===== src/rtl/kgp_mux_pkg.sv =====
// Shared definitions for the KGP-RISC N-input selector: mode encodings and
// the helper that extracts one channel from a packed multi-channel bus.
package kgp_mux_pkg;

    localparam int MUX_MODE_SEL = 0;
    localparam int MUX_MODE_RR  = 1;

    // Upper bounds for the channel-extraction helper; instances must fit inside.
    localparam int MAX_BUS_W  = 4096;
    localparam int MAX_CHAN_W = 1024;

    function automatic logic [MAX_CHAN_W-1:0] pick_chan(
        input logic [MAX_BUS_W-1:0] bus,
        input int                   idx,
        input int                   width
    );
        logic [MAX_BUS_W-1:0] shifted;
        shifted = bus >> (idx * width);
        return shifted[MAX_CHAN_W-1:0];
    endfunction

endpackage


===== src/rtl/mux_n_arb_chk.sv =====
// Handshake invariants for mux_n_arb: single ready, held output while stalled,
// and a source index that always names a real channel.
module mux_n_arb_chk #(
    parameter  int WIDTH  = 32,
    parameter  int NUM_IN = 4,
    localparam int SEL_W  = $clog2(NUM_IN)
) (
    input  logic              clk,
    input  logic              rst,
    input  logic [NUM_IN-1:0] in_ready,
    input  logic [WIDTH-1:0]  out_data,
    input  logic [SEL_W-1:0]  out_src,
    input  logic              out_valid,
    input  logic              out_ready
);

    a_ready_onehot0: assert property (@(posedge clk) disable iff (rst)
        $onehot0(in_ready));

    a_stall_hold: assert property (@(posedge clk) disable iff (rst)
        (out_valid && !out_ready) |=> (out_valid && $stable(out_data) && $stable(out_src)));

    a_src_range: assert property (@(posedge clk) disable iff (rst)
        out_valid |-> (int'(out_src) < NUM_IN));

endmodule


===== src/rtl/mux_n_arb_rr_arbiter.sv =====
// Round-robin arbiter: grants the first requester at or after ptr, wrapping
// modulo NUM_IN; ptr moves past the winner only when the grant is consumed.
module rr_arbiter
    import kgp_mux_pkg::*;
#(
    parameter  int NUM_IN = 4,
    localparam int SEL_W  = $clog2(NUM_IN)
) (
    input  logic              clk,
    input  logic              rst,
    input  logic [NUM_IN-1:0] req,
    input  logic              advance,
    output logic [NUM_IN-1:0] grant,
    output logic [SEL_W-1:0]  grant_idx
);
    logic [SEL_W-1:0] ptr_q;
    logic [SEL_W-1:0] ptr_d;
    logic             found_s;

    // Wrap-around search starting at the priority pointer
    always_comb begin
        int cand;
        cand      = 0;
        found_s   = 1'b0;
        grant_idx = '0;
        for (int i = 0; i < NUM_IN; i++) begin
            cand = int'(ptr_q) + i;
            if (cand >= NUM_IN) begin
                cand = cand - NUM_IN;
            end else begin
                cand = cand;
            end
            if (!found_s && req[cand]) begin
                found_s   = 1'b1;
                grant_idx = SEL_W'(cand);
            end else begin
                found_s   = found_s;
            end
        end
    end

    // One-hot form of the winning index
    always_comb begin
        grant = '0;
        if (found_s) begin
            grant[grant_idx] = 1'b1;
        end else begin
            grant = '0;
        end
    end

    // Pointer steps past the winner on a consumed grant, otherwise holds
    always_comb begin
        ptr_d = ptr_q;
        if (advance && found_s) begin
            if (int'(grant_idx) == NUM_IN - 1) begin
                ptr_d = '0;
            end else begin
                ptr_d = grant_idx + SEL_W'(1);
            end
        end else begin
            ptr_d = ptr_q;
        end
    end

    // Pointer register
    always_ff @(posedge clk) begin
        if (rst) begin
            ptr_q <= '0;
        end else begin
            ptr_q <= ptr_d;
        end
    end

endmodule


===== src/rtl/mux_n_arb.sv =====
// N-input, W-bit registered selector with valid/ready handshake. Channel choice is
// an explicit select (MODE 0) or round-robin over valid inputs (MODE 1).
module mux_n_arb
    import kgp_mux_pkg::*;
#(
    parameter  int WIDTH  = 32,
    parameter  int NUM_IN = 4,
    parameter  int MODE   = MUX_MODE_SEL,
    localparam int SEL_W  = $clog2(NUM_IN)
) (
    input  logic                    clk,
    input  logic                    rst,
    input  logic [NUM_IN*WIDTH-1:0] in_data,
    input  logic [NUM_IN-1:0]       in_valid,
    output logic [NUM_IN-1:0]       in_ready,
    input  logic [SEL_W-1:0]        sel,
    output logic [WIDTH-1:0]        out_data,
    output logic [SEL_W-1:0]        out_src,
    output logic                    out_valid,
    input  logic                    out_ready
);
    logic [NUM_IN-1:0] in_ready_s;
    logic [SEL_W-1:0]  cand_idx_s;
    logic [WIDTH-1:0]  cand_data_s;
    logic              can_accept_s;
    logic              xfer_in_s;

    logic [WIDTH-1:0]  out_data_q;
    logic [WIDTH-1:0]  out_data_d;
    logic [SEL_W-1:0]  out_src_q;
    logic [SEL_W-1:0]  out_src_d;
    logic              out_valid_q;
    logic              out_valid_d;

    assign can_accept_s = !out_valid_q || out_ready;
    assign xfer_in_s    = |(in_valid & in_ready_s);
    assign cand_data_s  = WIDTH'(pick_chan(MAX_BUS_W'(in_data), int'(cand_idx_s), WIDTH));

    generate
        if (MODE == MUX_MODE_RR) begin : g_rr
            logic [NUM_IN-1:0] grant_s;
            logic              unused_sel_s;

            rr_arbiter #(
                .NUM_IN (NUM_IN)
            ) u_arb (
                .clk       (clk),
                .rst       (rst),
                .req       (in_valid),
                .advance   (xfer_in_s),
                .grant     (grant_s),
                .grant_idx (cand_idx_s)
            );

            assign in_ready_s   = grant_s & {NUM_IN{can_accept_s}};
            assign unused_sel_s = ^sel;
        end else begin : g_sel
            logic sel_ok_s;

            assign cand_idx_s = sel;
            // Selects beyond the last channel (non power-of-two NUM_IN) accept nothing
            assign sel_ok_s   = (int'(sel) < NUM_IN);

            // Only the selected channel may see ready
            always_comb begin
                in_ready_s = '0;
                if (sel_ok_s) begin
                    in_ready_s[sel] = can_accept_s;
                end else begin
                    in_ready_s = '0;
                end
            end
        end
    endgenerate

    // Output stage: load on input transfer, empty on drain, otherwise hold
    always_comb begin
        out_data_d  = out_data_q;
        out_src_d   = out_src_q;
        out_valid_d = out_valid_q;
        if (xfer_in_s) begin
            out_data_d  = cand_data_s;
            out_src_d   = cand_idx_s;
            out_valid_d = 1'b1;
        end else if (out_valid_q && out_ready) begin
            out_valid_d = 1'b0;
        end else begin
            out_valid_d = out_valid_q;
        end
    end

    // Output register
    always_ff @(posedge clk) begin
        if (rst) begin
            out_data_q  <= '0;
            out_src_q   <= '0;
            out_valid_q <= 1'b0;
        end else begin
            out_data_q  <= out_data_d;
            out_src_q   <= out_src_d;
            out_valid_q <= out_valid_d;
        end
    end

    assign in_ready  = in_ready_s;
    assign out_data  = out_data_q;
    assign out_src   = out_src_q;
    assign out_valid = out_valid_q;

    mux_n_arb_chk #(
        .WIDTH  (WIDTH),
        .NUM_IN (NUM_IN)
    ) u_chk (
        .clk       (clk),
        .rst       (rst),
        .in_ready  (in_ready_s),
        .out_data  (out_data_q),
        .out_src   (out_src_q),
        .out_valid (out_valid_q),
        .out_ready (out_ready)
    );

endmodule


===== config.mk =====
export PLATFORM = sky130hd
export DESIGN_NAME = mux_n_arb
export DESIGN_NICKNAME = d
export VERILOG_FILES = /design/src/rtl/kgp_mux_pkg.sv /design/src/rtl/mux_n_arb_chk.sv /design/src/rtl/mux_n_arb_rr_arbiter.sv /design/src/rtl/mux_n_arb.sv
export SDC_FILE = /design/constraint.sdc
export NUM_CORES = 1
export LEC_CHECK = 0
export CORE_UTILIZATION = 33
export CTS_CLUSTER_DIAMETER = 150
export CTS_CLUSTER_SIZE = 40
export DETAILED_ROUTE_END_ITERATION = 8
export GPL_TIMING_DRIVEN = 0
export HOLD_SLACK_MARGIN = 0.15
export PLACE_DENSITY_LB_ADDON = 0.05
export SYNTH_ARGS = -nofsm -noshare
export SYNTH_HDL_FRONTEND = slang
export SYNTH_SLANG_ARGS = --single-unit

===== constraint.sdc =====
create_clock -name clk -period 1.72 [get_ports clk]
set_clock_uncertainty 0.15 [all_clocks]
set_input_delay 0.258 -clock clk [delete_from_list [all_inputs] [get_ports clk]]
set_output_delay 0.258 -clock clk [all_outputs]
set_load 0.1 [all_outputs]

Run 1, track usage over the die:
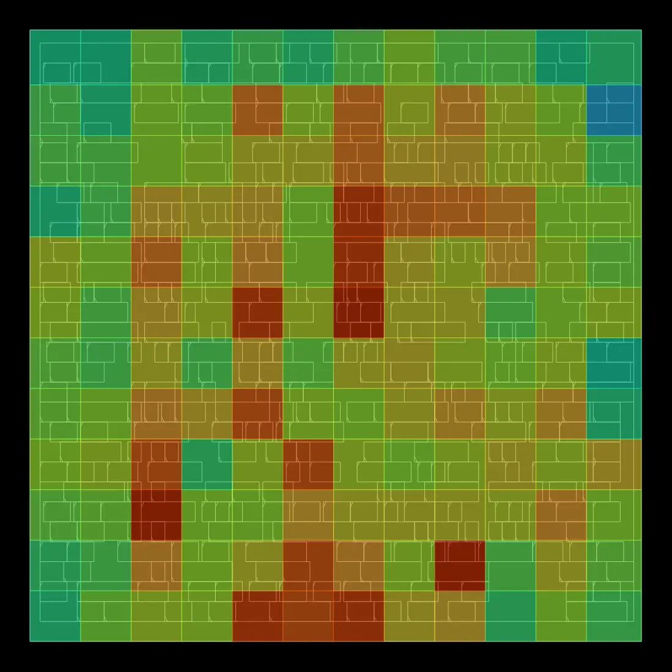
met3 usage in global routing: 0.0666
met2 usage: 0.400
fin util: 0.676
busiest grt layer: met2

Run 1, metal 2:
(3 px per um) Cells faint in the background.
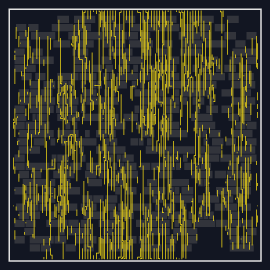
share of all routed wire = 52%
nets with wire on the layer = 481

==> flow_metrics.tcl, run 1 <==
# place-and-route summary
set metrics [dict create \
    relSlewSlack 0.621 \
    drt_wl_total_um 7700 \
    cpLargestDelayFamily "buffers and inverters" \
    core-area_um2 6390 \
    dp_hpwl_um 5970 \
    grt_overflow 0 \
    drv_slew 0 \
    crit_type "primary input to flop" \
    die_x_um 83.4 \
    wl_met3_um 639 \
    endpoint_kind "flop" \
    status "finished, final reports clean" \
    clock_latency_ps 280 \
    first_iter_violations 88 \
    min_period_over_period 0.980 \
    die_h_um 83.4 \
    ys.flop_type "dfxtp_1" \
    synth.avg_cell_area_um2 10.5 \
    pre_cts_ws_ps -1290 \
    setup_viol 0 \
    min_period_ps 1690 \
    synth.area.top_cells "mux4_2, dfxtp_1, nand3_1, a21oi_1, o21ai_0" \
    crit_slowest_cell "clkdlybuf4s50_1" \
    critPathRequiredTime_ps 1720 \
    top_level_ports 176 \
    gp_congestion 0.724 \
    grt_pass1_vias 2615 \
    area_growth_pct 97.5 \
    first_pass_iters 4 \
    floorplan.nets 345 \
    r2r_slack_ps 50 \
    grt_max_degree 11 \
    synth_top_area_share 0.330 \
    yosys_warnings 0 \
    gr-usage-all-layers 0.217 \
    vias_per_cell 5.35 \
    grt_pass1_wl_um 12100 \
    num_antenna_cells 0 \
    startpoint_type "primary input" \
    num_rows 29 \
    synthTopCellsByCount "dfxtp_1, nand3_1, a21oi_1, mux4_2, o21ai_0" \
    antenna_found_initial 0 \
    route.met2.wl_um 4030 \
    ys_seq_share 0.321 \
    clkSinkCount 35 \
    fmax_mhz 593 \
    synth_cell_types 23 \
    edf_count 0 \
    max-vdd-ir-drop_v 0.000477 \
    ys_area_um2 2190 \
    drive_gt1_frac 0.298 \
    total_power_mw 2.99 \
    hold_class "primary input to flop" \
    cpPeakStageDelay_ps 390 \
    nets 530 \
    wl_met1_um 2970 \
    antenna_left 0 \
    vias 2514 \
    numCtsBuffers 5 \
    numSynthFlops 35 \
    netlist_instances 208 \
    finalHoldViolCount 0 \
    wl_per_cell_um 16.4 \
    ys_cells 208 \
    path_clk_slew_ps 70 \
    rsz0062_at_grt "true" \
    crit_buf_inv 3 \
    holdBufCountCts 0 \
    clk_path_buf_depth 2 \
    p_leak_nw 1.54 \
    cts_tree "built" \
    finalWorstSetupSlack_ps 33.7 \
    drc 0 \
    warnings 28 \
    cp_max_fo 10 \
    netlist_area_um2 2190 \
    initial_core_util 0.342 \
    yosysTopAreaCell "mux4_2" \
    path_cells "clkdlybuf4s50_1, mux2_4, and3_1, buf_2, buf_4, o21ai_1, a21oi_1" \
    critPathArrivalTime_ps 1690 \
    synth-async-reset-ratio 0 \
    root_buffer "clkbuf_8" \
    top_layer "met4" \
    h-tree-depth 2 \
    worst_pin_slew_ps 571 \
    yosysMostFrequentCell "dfxtp_1" \
    die_area_um2 6950 \
    port_buffers 174 \
    cap_violations 0 \
    use_met1 0.240 \
    p_per_area_nw_per_um2 692 \
]
Run 1, selected gate families:
(6 px per um)
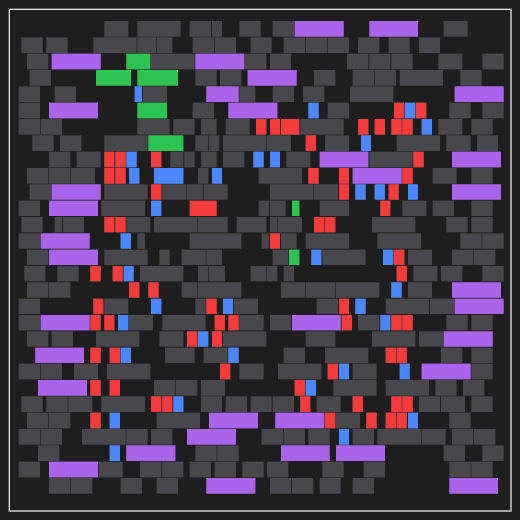
red -> inverting AOI/OAI gates  # cells 67, most used a21oi_1
blue -> NAND gates  # cells 36, most used nand3_1
green -> NOR gates  # cells 7, most used nor3_4
purple -> multiplexers  # cells 34, most used mux4_2, where all over the die
Post-Layout Cell Count: 470
most frequent logic cell in the layout: clkdlybuf4s50_1

-- run 1: stage by stage --
stage	instances	TNS (ps)	hold WS, ps	instance area [um^2]	utilization
floorplan	208	-207	396	2230	-
global placement	459	-25780	300	4070	0.638
detailed placement	459	-26900	306	4070	0.638
CTS	470	0	206	4290	0.672
global route	470	-47.9	223	4320	0.676
finish	470	0	213	4320	0.676
-- run 1: cells by family after synthesis --
logic type             share of synthesized area
flip-flops                                 0.321
AND-OR/OR-AND                              0.157
AND/OR/NAND/NOR                            0.110
buffers and inverters                     0.0715
multiplexers                               0.341
-- run 1: power by group --
part / internal [mW] / leakage (nW) / switching [mW]
registers: 0.881 / 0.288 / 0.0367
clock network: 0.314 / 0.0470 / 0.289
logic: 0.611 / 1.20 / 0.852
-- run 1: registers in the layout, summed over array words and instances (netlist names) --
signal,flops
out_src,2
out_valid,1
out_data,32
-- run 1: what timing repair did --
item,4_1_cts,5_1_grt
endpoints found under the hold margin,0,0
endpoints found under the setup margin,72,30
gates cloned,0,0
gates resized,151,28
setup buffers,4,0
-- run 1: placed cells by master, fill, tap and decap left out, drive strengths merged, types with 2 or more instances in the layout --
cell,count
nor3,3
clkdlybuf4s15,36
and3,2
o21ai,33
nand3,34
dfxtp,35
buf,27
clkbuf,14
a21oi,33
mux4,32
nor2,2
clkdlybuf4s50,132
-- run 1: cell type report --
class	instances	area (um^2)
plain buffers	26	190
well taps	77	96.3
clock buffers	6	82.6
multi-input cells	147	1400
fillers	551	2070
flip-flops and latches	35	704
repair buffers	178	1840
clock inverters	1	5.00
-- run 1: worst paths after layout --
kind,start,endpoint,cells past startpoint
setup / recovery,in_valid[2],out_data[23],7
hold / removal,rst,out_data[15],2
setup reg to reg,out_valid,out_data[23],6
hold reg to reg,out_data[1],out_data[1],2
==> run 1 -> run 2 <==
--- a/config.mk
+++ b/config.mk
@@ -5,13 +5,16 @@
 export SDC_FILE = /design/constraint.sdc
 export NUM_CORES = 1
 export LEC_CHECK = 0
-export CORE_UTILIZATION = 33
+export CELL_PAD_IN_SITES_DETAIL_PLACEMENT = 1
+export CELL_PAD_IN_SITES_GLOBAL_PLACEMENT = 2
+export CORE_UTILIZATION = 17
 export CTS_CLUSTER_DIAMETER = 150
 export CTS_CLUSTER_SIZE = 40
 export DETAILED_ROUTE_END_ITERATION = 8
 export GPL_TIMING_DRIVEN = 0
 export HOLD_SLACK_MARGIN = 0.15
 export PLACE_DENSITY_LB_ADDON = 0.05
+export SKIP_LAST_GASP = 1
 export SYNTH_ARGS = -nofsm -noshare
 export SYNTH_HDL_FRONTEND = slang
 export SYNTH_SLANG_ARGS = --single-unit
==> flow_metrics.tcl, run 2 <==
# place-and-route summary
set metrics [dict create \
    netlist_instances 208 \
    wl_met1_um 3830 \
    ys_sh_xor 0 \
    cpPeakStageDelay_ps 400 \
    gr-usage-met2 0.251 \
    crit_buf_inv 2 \
    p_comb_mw 1.49 \
    drive_gt1_frac 0.303 \
    mi_logic_area_um2 1400 \
    topCombFamilyByArea "multiplexers" \
    p_switching_mw 1.24 \
    clkSinkCount 35 \
    adder_share 0 \
    grt_max_degree 11 \
    clockPowerShare 0.285 \
    hold_class "primary input to flop" \
    numSynthFlops 35 \
    wl_met3_um 746 \
    use_met3 0.0469 \
    setup_viol 0 \
    grt_overflow 0 \
    ys_area_um2 2190 \
    root_buffer "clkbuf_16" \
    p_int_mw 2.12 \
    p_per_area_nw_per_um2 744 \
    holdBufCountCts 0 \
    relSlewSlack 0.619 \
    nets 529 \
    drt_wl_total_um 9480 \
    cp_max_fo 10 \
    lay_top_count "clkdlybuf4s50_1" \
    synth_cell_types 23 \
    netlist_area_um2 2190 \
    die_h_um 115 \
    seqPwrFrac 0.273 \
    postLayoutCoreUtil 0.360 \
    drv_slew 0 \
    min_period_ps 1680 \
    finalHoldViolCount 0 \
    power_frac_comb 0.442 \
    initial_core_util 0.174 \
    synthTopCellsByCount "dfxtp_1, nand3_1, a21oi_1, mux4_2, o21ai_0" \
    warnings 28 \
    ys.flop_type "dfxtp_1" \
    drc 0 \
    total_power_mw 3.36 \
    grt_pass1_wl_um 14300 \
    worst_pin_slew_ps 575 \
    synth.area.top_cells "mux4_2, dfxtp_1, nand3_1, a21oi_1, o21ai_0" \
    wl_per_cell_um 16.8 \
    antenna_left 0 \
    grt_pass1_vias 2659 \
    top_usage_layer "met2" \
    endpoint_kind "flop" \
    synth-simple-area-share 0.110 \
    synth-async-reset-ratio 0 \
    vias_per_cell 4.42 \
    synth.avg_cell_area_um2 10.5 \
    clock_latency_ps 270 \
    edf_count 0 \
    numCtsBuffers 5 \
    yosys_warnings 0 \
    route.met2.wl_um 4870 \
    largest_reg_flops 32 \
    crit_slowest_cell "clkdlybuf4s50_1" \
    top_power_group "combinational logic" \
    startpoint_type "primary input" \
    die_area_um2 13300 \
    yosysMostFrequentCell "dfxtp_1" \
    port_buffers 174 \
    aoi_share 0.157 \
    top_layer "met4" \
    cap_violations 0 \
    core-area_um2 12600 \
    gr-usage-all-layers 0.144 \
    num_antenna_cells 0 \
    gp_congestion 0.663 \
    top_level_ports 176 \
    synthMuxAreaShare 0.341 \
    yosysTopAreaCell "mux4_2" \
    fmax_mhz 597 \
    first_iter_violations 75 \
    clk_path_buf_depth 2 \
    cpLargestDelayFamily "buffers and inverters" \
    critPathArrivalTime_ps 1670 \
    p_leak_nw 1.57 \
    ys_seq_share 0.321 \
    clk-power_uw 959 \
    min_period_over_period 0.974 \
    area_growth_pct 107 \
    ys_cells 208 \
    die_x_um 115 \
    path_cells "clkdlybuf4s50_1, mux2_4, and3_2, buf_4, o21ai_0, a21oi_1" \
    cts_tree "built" \
    dp_hpwl_um 7500 \
    max-vdd-ir-drop_v 0.000323 \
    vias 2497 \
    sw_frac_of_total 0.370 \
    p_seq_uw 917 \
    num_rows 41 \
    flop_area_um2 704 \
    status "finished, final reports clean" \
    use_met1 0.171 \
    layout_top_cells "clkdlybuf4s50_1, clkdlybuf4s15_2, dfxtp_1" \
    path_clk_slew_ps 60 \
    floorplan.nets 345 \
    first_pass_iters 4 \
    critPathRequiredTime_ps 1710 \
    h-tree-depth 2 \
    synth_top_area_share 0.330 \
    fill_cells 1421 \
    antenna_found_initial 0 \
    crit_type "primary input to flop" \
]
run 2: cell counts after synthesis:
Identical to the previous run, type by type.
run 2: what timing repair did:
item	4_1_cts	5_1_grt
setup endpoints to repair	73	33
pin swaps	0	1
gates cloned	0	0
resized	159	27
setup buffers	3	1
endpoints found under the hold margin	0	0
run 2: worst paths after layout:
path,start,endpoint,slack [ps],cells past startpoint
hold reg to reg,out_data[1],out_data[1],310,2
hold / removal,rst,out_data[15],250,2
setup / recovery,in_valid[2],out_data[7],40,6
setup reg to reg,out_valid,out_src[0],70,6
run 2: layout make-up:
| cell class | count | share of cell area |
|---|---|---|
| repair buffers | 178 | 0.409 |
| multi-input cells | 147 | 0.309 |
| flip-flops and latches | 35 | 0.156 |
| well taps | 172 | 0.0476 |
| plain buffers | 25 | 0.0443 |
| clock buffers | 8 | 0.0346 |
run 2: per-stage QoR:
step / setup TNS, ps / area (um^2) / hold slack (ps) / worst slack (ps) / cells
6_report: 0 / 4520 / 245 / 44.5 / 565
5_1_grt: -2.61 / 4520 / 275 / -2.61 / 565
4_1_cts: -50.7 / 4480 / 253 / -46.8 / 565
3_5_place_dp: -28360 / 4190 / 308 / -1300 / 554
3_3_place_gp: -27620 / 4190 / 300 / -1310 / 554
2_1_floorplan: -207 / 2230 / 396 / -158 / 208
run 2: kinds of logic (layout without fill, tap and decap cells):
group / after synthesis / in the layout
flip-flops: 35 / 35
AND/OR/NAND/NOR: 46 / 46
AND-OR/OR-AND: 67 / 67
buffers and inverters: 26 / 211
multiplexers: 34 / 34
run 2: worst register-to-register path, cell delays in order (launching register included):
cell and delay, ps:
dfxtp_4 350, nor2b_4 160, or3_1 340, buf_4 180, buf_4 180, nand3_1 100
a21oi_1 60
Run 2, a small window of the routed layout:
Region (38, 61) to (78, 101) um. Cells in gray, sequential cells in the stronger gray; small squares are vias.
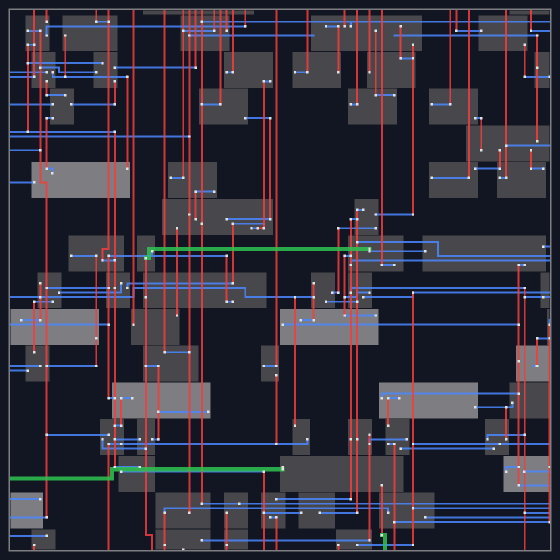
green -> metal 3
red -> metal 2
blue -> metal 1
netlist names of flops here include = out_data (3), out_src (2)
most frequent = clkdlybuf4s50_1 (12), dfxtp_1 (5), clkdlybuf4s15_2 (5)
sequential cells in the window = 5
cells with their middle in the window = 56

Power and IR drop assume default switching activity.
